--- src/rtl/fifo_write_arbiter_pkg.sv ---
`default_nettype none
// ============================================================================
// fifo_arb_pkg : shared types and width helpers for the FIFO write arbiter
// Rev 1.0
// ============================================================================
package fifo_arb_pkg;

    typedef enum logic {
        IDLE  = 1'b0,
        BURST = 1'b1
    } arb_state_t;

    function automatic int calc_idw(input int num_req);
        return (num_req > 1) ? $clog2(num_req) : 1;
    endfunction

    function automatic int calc_cw(input int burst_len);
        return (burst_len > 1) ? $clog2(burst_len) : 1;
    endfunction

endpackage
`default_nettype wire

--- src/rtl/fifo_write_arbiter_rr_pick.sv ---
`default_nettype none
// ============================================================================
// rr_pick : combinational round-robin search, first set req at/after rr_ptr
// Rev 1.0
// ============================================================================
module rr_pick #(
    parameter int NUM_REQ = 4,
    parameter int IDW     = 2
) (
    input  logic [NUM_REQ-1:0] req,
    input  logic [IDW-1:0]     rr_ptr,
    output logic               grant_valid,
    output logic [IDW-1:0]     grant_idx
);

    logic [NUM_REQ-1:0] w_masked;

    generate
        for (genvar gi = 0; gi < NUM_REQ; gi++) begin : g_mask
            assign w_masked[gi] = req[gi] & (IDW'(gi) >= rr_ptr);
        end
    endgenerate

    // Unmasked search is the wrap-around fallback; masked hit overrides it.
    always_comb begin
        grant_idx = '0;
        for (int i = NUM_REQ - 1; i >= 0; i--) begin
            if (req[i]) grant_idx = IDW'(i);
        end
        if (|w_masked) begin
            for (int i = NUM_REQ - 1; i >= 0; i--) begin
                if (w_masked[i]) grant_idx = IDW'(i);
            end
        end
    end

    assign grant_valid = |req;

endmodule
`default_nettype wire

--- src/rtl/fifo_write_arbiter.sv ---
`default_nettype none
// ============================================================================
// fifo_write_arbiter : round-robin burst arbiter for the async FIFO write port
// Rev 1.0
// ============================================================================
module fifo_write_arbiter
    import fifo_arb_pkg::*;
#(
    parameter  int NUM_REQ    = 4,
    parameter  int DATA_WIDTH = 8,
    parameter  int BURST_LEN  = 4,
    localparam int IDW        = calc_idw(NUM_REQ),
    localparam int CW         = calc_cw(BURST_LEN)
) (
    input  logic                          wclk,
    input  logic                          wrst_n,
    input  logic [NUM_REQ-1:0]            req,
    input  logic [NUM_REQ*DATA_WIDTH-1:0] req_data,
    input  logic                          wfull,
    output logic [NUM_REQ-1:0]            ack,
    output logic                          winc,
    output logic [DATA_WIDTH-1:0]         wdata,
    output logic [IDW-1:0]                grant_id,
    output logic                          busy
);

    localparam logic [CW-1:0]  c_LAST_BEAT = CW'(BURST_LEN - 1);
    localparam logic [IDW-1:0] c_LAST_REQ  = IDW'(NUM_REQ - 1);

    arb_state_t     r_state;
    logic [IDW-1:0] r_owner;
    logic [IDW-1:0] r_rr_ptr;
    logic [CW-1:0]  r_beat_cnt;

    logic           w_grant_valid;
    logic [IDW-1:0] w_grant_idx;
    logic           w_owner_req;
    logic           w_beat;
    logic [IDW-1:0] w_next_ptr;

    rr_pick #(
        .NUM_REQ (NUM_REQ),
        .IDW     (IDW)
    ) u_rr_pick (
        .req         (req),
        .rr_ptr      (r_rr_ptr),
        .grant_valid (w_grant_valid),
        .grant_idx   (w_grant_idx)
    );

    assign w_owner_req = req[r_owner];
    assign busy        = (r_state == BURST);
    assign w_beat      = busy & w_owner_req & ~wfull;
    assign winc        = w_beat;
    assign grant_id    = r_owner;
    assign wdata       = req_data[int'(r_owner)*DATA_WIDTH +: DATA_WIDTH];
    // Explicit wrap so non-power-of-two requester counts rotate correctly.
    assign w_next_ptr  = (r_owner == c_LAST_REQ) ? '0 : r_owner + 1'b1;

    generate
        for (genvar gi = 0; gi < NUM_REQ; gi++) begin : g_ack
            assign ack[gi] = w_beat & (r_owner == IDW'(gi));
        end
    endgenerate

    always_ff @(posedge wclk or negedge wrst_n) begin
        if (!wrst_n) begin
            r_state    <= IDLE;
            r_owner    <= '0;
            r_rr_ptr   <= '0;
            r_beat_cnt <= '0;
        end else begin
            case (r_state)
                IDLE: begin
                    if (w_grant_valid) begin
                        r_owner    <= w_grant_idx;
                        r_beat_cnt <= '0;
                        r_state    <= BURST;
                    end
                end
                BURST: begin
                    // A dropped request releases at once; full only stalls.
                    if (!w_owner_req) begin
                        r_state  <= IDLE;
                        r_rr_ptr <= w_next_ptr;
                    end else if (!wfull) begin
                        if (r_beat_cnt == c_LAST_BEAT) begin
                            r_state  <= IDLE;
                            r_rr_ptr <= w_next_ptr;
                        end else begin
                            r_beat_cnt <= r_beat_cnt + 1'b1;
                        end
                    end
                end
                default: r_state <= IDLE;
            endcase
        end
    end

endmodule
`default_nettype wire

--- config.mk ---
export PLATFORM = sky130hd
export DESIGN_NAME = fifo_write_arbiter
export DESIGN_NICKNAME = d
export VERILOG_FILES = /design/src/rtl/fifo_write_arbiter_pkg.sv /design/src/rtl/fifo_write_arbiter_rr_pick.sv /design/src/rtl/fifo_write_arbiter.sv
export SDC_FILE = /design/constraint.sdc
export NUM_CORES = 1
export LEC_CHECK = 0
export CAP_MARGIN = 20
export CORE_MARGIN = 10
export CORE_UTILIZATION = 38
export DETAILED_ROUTE_END_ITERATION = 8
export MAX_ROUTING_LAYER = met4
export PLACE_DENSITY_LB_ADDON = 0.05
export SLEW_MARGIN = 40
export SYNTH_ARGS = -nofsm -noshare
export SYNTH_HDL_FRONTEND = slang
export SYNTH_HIERARCHICAL = 1
export SYNTH_SLANG_ARGS = --single-unit
--- constraint.sdc ---
create_clock -name wclk -period 2.9 [get_ports wclk]
set_input_delay 0.29 -clock wclk [delete_from_list [all_inputs] [get_ports wclk]]
set_output_delay 0.29 -clock wclk [all_outputs]
set_load 0.005 [all_outputs]
Fig. 1: track usage over the die
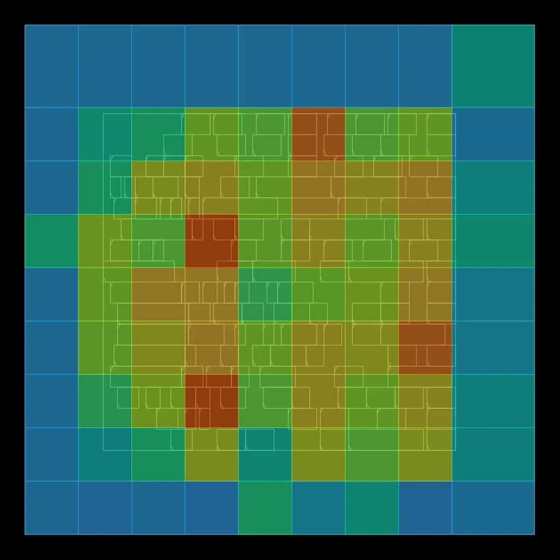
Total GRT Usage: 12.0%
grt met3 use: 1.86%

Fig. 2: pin placement
(8 px per micron) Pins as bars across the die edge, other pins in gray.
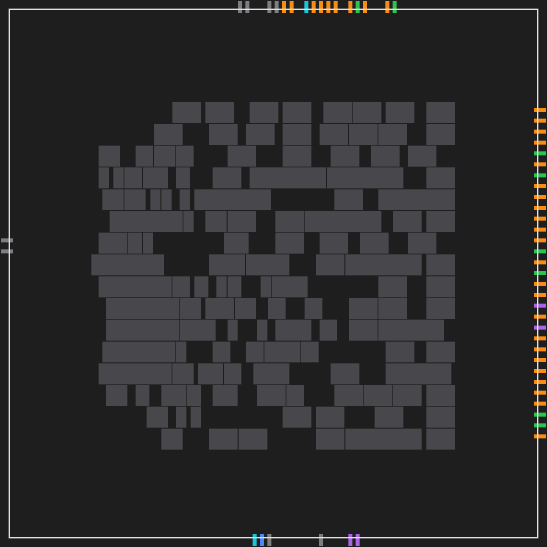
Key: req_data = orange [pins 32, direction input, edge 23 right, 9 top]; wdata = green [pins 8, direction output, edge 6 right, 2 top]; wfull = blue [pins 1, direction input, edge bottom]; grant_id = cyan [pins 2, direction output, edge 1 bottom, 1 top]; ack = purple [pins 4, direction output, edge 2 right, 2 bottom]

Fig. 3: wiring heat map
(6 px per micron) 13 x 13 tiles, from dark blue (low) to red (high), scaled to the fullest tile. Values are wire area over tile area, all layers added.
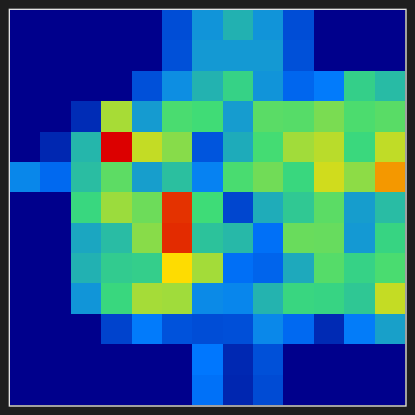
The mean over all tiles is 0.093. The fullest tile reaches 0.33. 22% of the tiles are over half the peak. 32% of the tiles are nearly empty.

==> flow_summary.yaml <==
# flow metrics
outcome:
  outcome: "complete, no violations"
sta:
  finalCritPeriodShare_pct: 82.4
  max-slew-margin-rel_pct: 78.2
  tightest_slew_ps: 327
layout:
  layout-drive-gt1-share_pct: 8.53
  syn_to_final_growth_pct: 74.2
  lay_top_count: "clkdlybuf4s50_1"
  mostFrequentLayoutCells: "clkdlybuf4s50_1, mux4_1, nand2_1, dfrtp_1"
clocking:
  clock-sinks: 7
  clk_path_buf_depth: 2
detailed_routing:
  drt_iter0_markers: 15
  drc_errors: 0
  viasPerCell: 5.13
  dr.pass1.iters: 3
logic_synthesis:
  ys_sh_adder_pct: 7.82
  yosys-top-cells-area: "mux4_1, dfrtp_1, ha_1"
  mux_share_pct: 35.5
  syn_avg_cell_area_sq_um: 11.1
  synthAoiAreaFrac_pct: 10.6
  ys_cells: 72
  async_flop_share_pct: 100
  ys_sh_xor_pct: 1.10
  yosysSeqAreaShare_pct: 21.9
  simple_gate_area_share_pct: 18.6
  yosys_area_sq_um: 800
  yosysUniqueCellTypes: 31
pwr:
  p_leak_nw: 0.564
  clkPwrFrac_pct: 8.7
  p_comb_share_pct: 70.6
  total_power_uw: 974
  switching_share_pct: 36.2
  pg_clk_uw: 84.4
  p_int_uw: 622
  ir_drop_mv: 0.553
global_routing:
  gr-total-overflow: 0
die:
  fp-utilization_pct: 40.3
  num_rows: 16
  die_area_sq_mm: 0.00434
  ios: 55
worst_setup_path:
  cp_top_family: "buffers and inverters"
  required_ps: 2610
  cp.depth: 6
  critPathArrivalTime_ps: 2100
  end_kind: "output pin"
  ff2ff_path_depth: 5
  critPathKind: "input port to output pin"
  crit_path_frequent_cell: "clkdlybuf4s50_1"
  cp-endpoint: "ack[0]"
  critPathLaunchType: "input port"
  cp_num_buf_inv: 2
  rrSetupSlack_ps: 1250
placed_design:
  port_buffers: 54
  hpwl_microns: 2170
Fig. 4: M2 wires
(8 px per micron) Cells faint in the background.
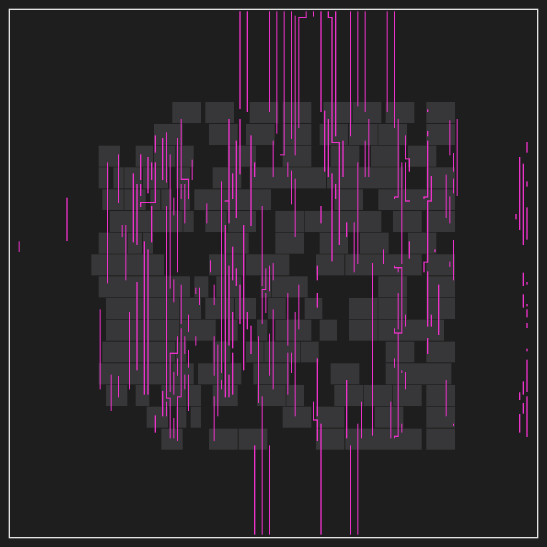
The longest straight run is 24.0 microns. The layer holds 47% of the routed length. 148 nets have wire on it. The wires run mostly vertical. The layer carries 1210 microns of wire.

Fig. 5: M3 wires
(8 px per micron) Cells faint in the background.
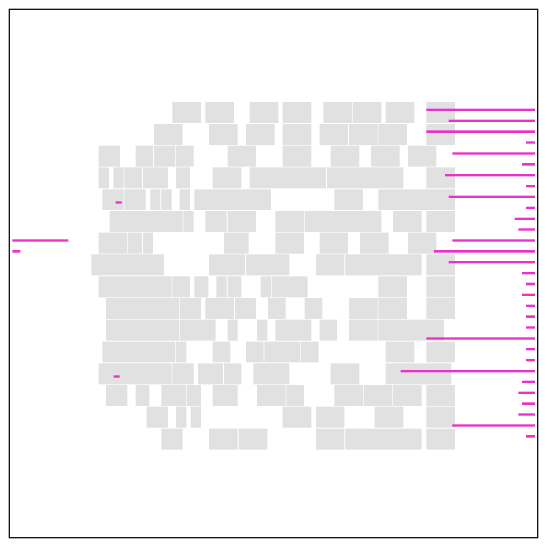
The wires run mostly horizontal. The layer carries 171 microns of wire. 34 nets have wire on it. The longest straight run is 16.5 microns. The layer holds 6.7% of the routed length.

per-stage QoR:
stage               hold slack, ps  utilization [%]  instance area, sq um  setup slack, ps  std cells
finish                         283             70.3                  1390              510        156
global route                   289             70.3                  1390              434        156
CTS                            281             70.3                  1390              501        156
detailed placement             544             68.9                  1370              509        152
global placement               521             68.9                  1370              534        152
floorplan                    -5.59                -                   800             1300         72
layout make-up:
cell class              instances  area (sq um)
clock buffers                   4          26.3
well taps                      27          33.8
repair buffers                 56           556
multi-input cells              60           589
inverters                       2          12.5
fillers                       162           589
flip-flops and latches          7           175
layer usage:
| layer | vias up | GRT usage, % |
|---|---|---|
| met1 | 374 | 15.1 |
| met5 | - | - |
| met3 | 2 | 1.86 |
| met2 | 35 | 19.1 |
| li1 | 389 | - |
| met4 | 0 | 4.01 |
Power is estimated from default activity; no workload was simulated.
